### Clock wiring as the flow saved it

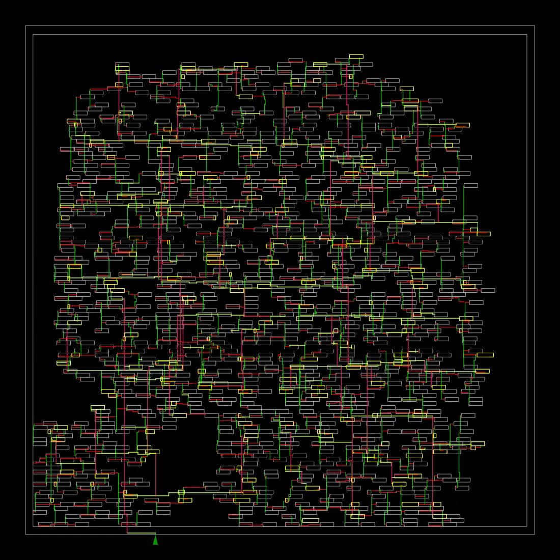
### Signal wires on met2

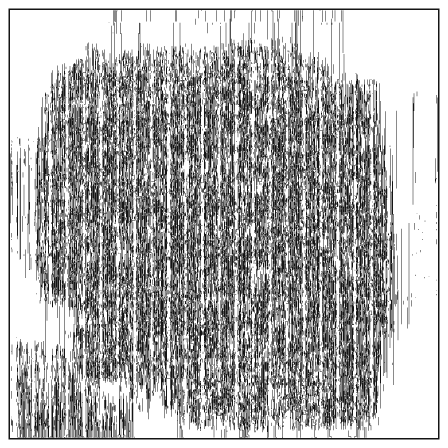
### Placed cells, one color a class

Bar = 100 um. Fill, decap, tap and diode cells in gray.
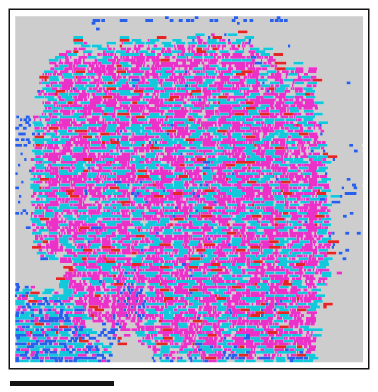
===== config.mk =====
export PLATFORM = sky130hd
export DESIGN_NAME = reg_file_mp
export DESIGN_NICKNAME = d
export VERILOG_FILES = /design/src/rtl/rf_pkg.sv /design/src/rtl/rf_scoreboard.sv /design/src/rtl/reg_file_mp.sv
export SDC_FILE = /design/constraint.sdc
export NUM_CORES = 2
export LEC_CHECK = 0
export CAP_MARGIN = 20
export CORE_MARGIN = 5
export CORE_UTILIZATION = 60
export CTS_CLUSTER_DIAMETER = 60
export DETAILED_ROUTE_END_ITERATION = 8
export HOLD_SLACK_MARGIN = 0.05
export PLACE_DENSITY = 0.88
export SETUP_SLACK_MARGIN = 0.3
export SKIP_CTS_REPAIR_TIMING = 1
export SLEW_MARGIN = 20
export SYNTH_ARGS = -nofsm -noshare
export SYNTH_HDL_FRONTEND = slang
export SYNTH_HIERARCHICAL = 1
export SYNTH_SLANG_ARGS = --single-unit

===== constraint.sdc =====
create_clock -name clk -period 51.6 [get_ports clk]
set_clock_uncertainty 0.05 [all_clocks]
set_input_delay 10.32 -clock clk [delete_from_list [all_inputs] [get_ports clk]]
set_output_delay 10.32 -clock clk [all_outputs]
set_load 0.03 [all_outputs]

===== src/rtl/rf_pkg.sv =====
// Shared constants and a slice helper for the multi-port register file.
// The RF_BYPASS_EN build option is handled in reg_file_mp.
package rf_pkg;

    localparam int RF_DATA_W    = 32;
    localparam int RF_ADDR_W    = 5;
    localparam int REG_ZERO     = 0;
    localparam int HILO_W       = 2 * RF_DATA_W;

    // Upper bounds for the generic slice helper; they cover up to 4 ports of 64-bit data.
    localparam int RF_MAX_VEC   = 256;
    localparam int RF_MAX_SLICE = 64;

    function automatic logic [RF_MAX_SLICE-1:0] rf_slice(input logic [RF_MAX_VEC-1:0] vec,
                                                         input int idx,
                                                         input int w);
        logic [RF_MAX_VEC-1:0]   shifted;
        logic [RF_MAX_SLICE-1:0] mask;
        shifted = vec >> (idx * w);
        mask    = (RF_MAX_SLICE'(1) << w) - RF_MAX_SLICE'(1);
        return RF_MAX_SLICE'(shifted) & mask;
    endfunction

endpackage


===== src/rtl/rf_scoreboard.sv =====
// Per-GPR busy bits. Each edge applies flush, then write clears, then the issue set,
// so a set always wins over a same-cycle clear or flush of the same register.
module rf_scoreboard
    import rf_pkg::*;
#(
    parameter int ADDR_W = RF_ADDR_W
) (
    input  logic                 clk,
    input  logic                 rst,
    input  logic                 flush_i,
    input  logic                 clr0_en_i,
    input  logic [ADDR_W-1:0]    clr0_addr_i,
    input  logic                 clr1_en_i,
    input  logic [ADDR_W-1:0]    clr1_addr_i,
    input  logic                 set_en_i,
    input  logic [ADDR_W-1:0]    set_addr_i,
    output logic [2**ADDR_W-1:0] busy_o
);

    localparam int NREG = 2**ADDR_W;

    logic [NREG-1:0] busy_q;
    logic [NREG-1:0] busy_d;

    always_comb begin
        busy_d = flush_i ? '0 : busy_q;
        if (clr0_en_i) busy_d[clr0_addr_i] = 1'b0;
        if (clr1_en_i) busy_d[clr1_addr_i] = 1'b0;
        if (set_en_i && (set_addr_i != ADDR_W'(REG_ZERO))) busy_d[set_addr_i] = 1'b1;
        busy_d[REG_ZERO] = 1'b0;
    end

    always_ff @(posedge clk or posedge rst) begin
        if (rst) busy_q <= '0;
        else     busy_q <= busy_d;
    end

    assign busy_o = busy_q;

endmodule


===== src/rtl/reg_file_mp.sv =====
// Decode-stage register file: NUM_RD read ports, two GPR write ports, HI/LO and a busy
// scoreboard. Defining RF_BYPASS_EN makes same-cycle writes visible on the read ports.
module reg_file_mp
    import rf_pkg::*;
#(
    parameter int DATA_W = RF_DATA_W,
    parameter int ADDR_W = RF_ADDR_W,
    parameter int NUM_RD = 2
) (
    input  logic                       clk,
    input  logic                       rst,
    input  logic                       wen0,
    input  logic [ADDR_W-1:0]          waddr0,
    input  logic [DATA_W-1:0]          wdata0,
    input  logic                       wen1,
    input  logic [ADDR_W-1:0]          waddr1,
    input  logic [DATA_W-1:0]          wdata1,
    input  logic                       hilo_wen,
    input  logic [2*DATA_W-1:0]        hilo_wdata,
    input  logic [NUM_RD*ADDR_W-1:0]   raddr,
    output logic [NUM_RD*DATA_W-1:0]   rdata,
    output logic [NUM_RD-1:0]          rbusy,
    output logic [DATA_W-1:0]          hi_rdata,
    output logic [DATA_W-1:0]          lo_rdata,
    output logic                       hilo_busy,
    input  logic                       set_en,
    input  logic [ADDR_W-1:0]          set_addr,
    input  logic                       hilo_set,
    input  logic                       flush
);

    localparam int NREG = 2**ADDR_W;

    logic [DATA_W-1:0] regs_q [NREG];
    logic [DATA_W-1:0] hi_q;
    logic [DATA_W-1:0] lo_q;
    logic              hilo_busy_q;
    logic              hilo_busy_d;
    logic [NREG-1:0]   busy;

    // Port 1 is checked first so it wins when both ports target the same register.
    always_ff @(posedge clk or posedge rst) begin
        if (rst) begin
            for (int r = 0; r < NREG; r++) regs_q[r] <= '0;
        end else begin
            for (int r = 1; r < NREG; r++) begin
                if (wen1 && (waddr1 == ADDR_W'(r)))      regs_q[r] <= wdata1;
                else if (wen0 && (waddr0 == ADDR_W'(r))) regs_q[r] <= wdata0;
            end
        end
    end

    rf_scoreboard #(.ADDR_W(ADDR_W)) u_sb (
        .clk        (clk),
        .rst        (rst),
        .flush_i    (flush),
        .clr0_en_i  (wen0),
        .clr0_addr_i(waddr0),
        .clr1_en_i  (wen1),
        .clr1_addr_i(waddr1),
        .set_en_i   (set_en),
        .set_addr_i (set_addr),
        .busy_o     (busy)
    );

    always_comb begin
        hilo_busy_d = flush ? 1'b0 : hilo_busy_q;
        if (hilo_wen) hilo_busy_d = 1'b0;
        if (hilo_set) hilo_busy_d = 1'b1;
    end

    always_ff @(posedge clk or posedge rst) begin
        if (rst) begin
            hi_q        <= '0;
            lo_q        <= '0;
            hilo_busy_q <= 1'b0;
        end else begin
            if (hilo_wen) begin
                hi_q <= hilo_wdata[2*DATA_W-1:DATA_W];
                lo_q <= hilo_wdata[DATA_W-1:0];
            end
            hilo_busy_q <= hilo_busy_d;
        end
    end

    for (genvar i = 0; i < NUM_RD; i++) begin : g_rd
        logic [ADDR_W-1:0] ra;
        logic [DATA_W-1:0] rd;
        logic              bz;

        assign ra = ADDR_W'(rf_slice(RF_MAX_VEC'(raddr), i, ADDR_W));

        always_comb begin
            rd = '0;
            bz = 1'b0;
            if (ra != ADDR_W'(REG_ZERO)) begin
                rd = regs_q[ra];
                bz = busy[ra];
`ifdef RF_BYPASS_EN
                if (wen0 && (waddr0 == ra)) begin
                    rd = wdata0;
                    bz = 1'b0;
                end
                if (wen1 && (waddr1 == ra)) begin
                    rd = wdata1;
                    bz = 1'b0;
                end
`endif
            end
        end

        assign rdata[i*DATA_W +: DATA_W] = rd;
        assign rbusy[i]                  = bz;
    end

    always_comb begin
        hi_rdata  = hi_q;
        lo_rdata  = lo_q;
        hilo_busy = hilo_busy_q;
`ifdef RF_BYPASS_EN
        if (hilo_wen) begin
            hi_rdata  = hilo_wdata[2*DATA_W-1:DATA_W];
            lo_rdata  = hilo_wdata[DATA_W-1:0];
            hilo_busy = 1'b0;
        end
`endif
    end

endmodule

==> results.ini <==
[run_status]
outcome=finished, final reports clean

[finish]
layout.cells.most_common=mux2i_1
fin_cells=7670
largest-register=regs_q
nonClkBufAreaFrac_pct=4.933
lay_top_cells=mux2i_1, dfrtp_1, nand2_1
final_area_um2=73400
largest_reg_flops=992
synthToLayoutAreaGrowth_pct=10.15
clock_area_share_pct=5.409
post-route-util_pct=66.42
comb_area_share_pct=49.79
regArea_um2=27230
nonClockBufferCount=399
n_antenna_cell=15
fillers=7571
drive_above_1_share_pct=16.12
logic_gates=4435
nNonClkInverters=34
layout.nets=6233
largest_class=multi-input combinational cells
logic_area_um2=36550
seq_share_pct=37.09

[worst_hold_path]
whs_path_depth=1
hp-class=reg2reg
hold_end=hilo_busy
min_from=hilo_busy

[detailed_routing]
drc=0
vias=57440
drtPass1Iterations=9
highest_layer=met5
routedWlPerCell_um=31.11
wl_met3_um=38430
antenna_left=0
dr_wl_met2_um=103200
wl_met1_um=74780
dr.first_iter.drc_count=9841
drt-vias-per-instance=7.489
routed_wl_um=238600

[worst_setup_path]
critPathTopFamily=buffers and inverters
path_cells=buf_4 > buf_4 > nand2b_2 > o22ai_1 > a211oi_1 > o31ai_1 > clkdlybuf4s50_1
cp.depth=7
criticalPathCategory=in2out
path_max_fanout=26
start_kind=input pin
cp.required_ps=41230
endpoint=rdata[63]
crit_top_cell=buf_4
r2r_end=regs_q[471]
reg2regPathDepth=2
rr_startpoint=regs_q[471]
critPathBufInv=3
rrSetupSlack_ps=50600
cp-startpoint=raddr[7]
end_kind=output port
critPathMaxStageDelay_ps=930
worstPathArrival_ps=14590
slowest_stage=o31ai_1

[grt]
grt_pass1_vias=57770
grt_first_pass_wirelength_um=354400
antenna_found_initial=27
met3_usage_pct=16.56
gr-usage-met1_pct=46.68
overflow=0
grt_max_degree=185
busiest_layer=met2
track_usage_pct=39.69
grt_use_met2_pct=57.99

[placement]
numPlacedInstances=7441
portBuffers=291
dpl.hpwl_um=129100
placed_cell_area_um2=69530
place_congestion=0.9167
pre_cts_slack_ps=26610

[timing]
finalSetupTns_ps=0
fin_ws_ps=26640
slew_violations=0
max_freq_ghz=0.04007
hold_viol=0
period_needed_ps=24960
holdWs_ps=425.4
worst_pin_slew_ps=1252
period_used_pct=48.37
rsz0062_at_grt=false
worst_slew_margin_rel_pct=16.53
setup_viol=0

[cts]
root_buffer=clkbuf_16
ctsHtreeMaxLevel=3
clk_pin_slew_ps=60
clk_path_buf_depth=3
cts_tree=yes
clk_latency_ps=710

[pwr]
p_switching_w=0.0009233
power_w=0.002894
clock_power_share_pct=30.7
pwr-share-comb_pct=26.2
p_sw_share_pct=31.90
pwr_density_cell_nw_per_um2=39.43
p_int_w=0.001971
pg_seq_w=0.00125
ir_worst_vdd_mv=0.03341
seq_power_share_pct=43.2
pg_comb_w=0.000758
power_leader=sequential cells
leakage_nw=31.89

[logic_synthesis]
ys.warnings.count=70
syn_avg_cell_area_um2=10.60
syn_inst=6284
netlist_area_um2=66640
synthesis.nets=6445

[floorplanning]
placementRows=122
pin_count=292
taps=1488
die_x_um=343.3
fp-utilization_pct=60.30
die_y_um=343.3
die-area_um2=117800
core_um2=110500

[run]
cap_violations=0
warning_count=48

About 'Clock wiring as the flow saved it':
flop count: 1,088
Clock Power: 0.000887 W
CLK BUF: 161
total CTS buffers: 114
clock sinks: 1,088

About 'Signal wires on met2':
share of all routed wire: 43%
nets with wire on the layer: 5,205
longest straight run: 137 um

About 'Placed cells, one color a class':
[cyan] sequential cells | cells: 1,088
[red] clock drivers and dummy loads | cells: 211
[blue] remaining buffers and delay cells | cells: 399
[magenta] combinational and other logic | cells: 4,469

Power is estimated from default activity; no workload was simulated.
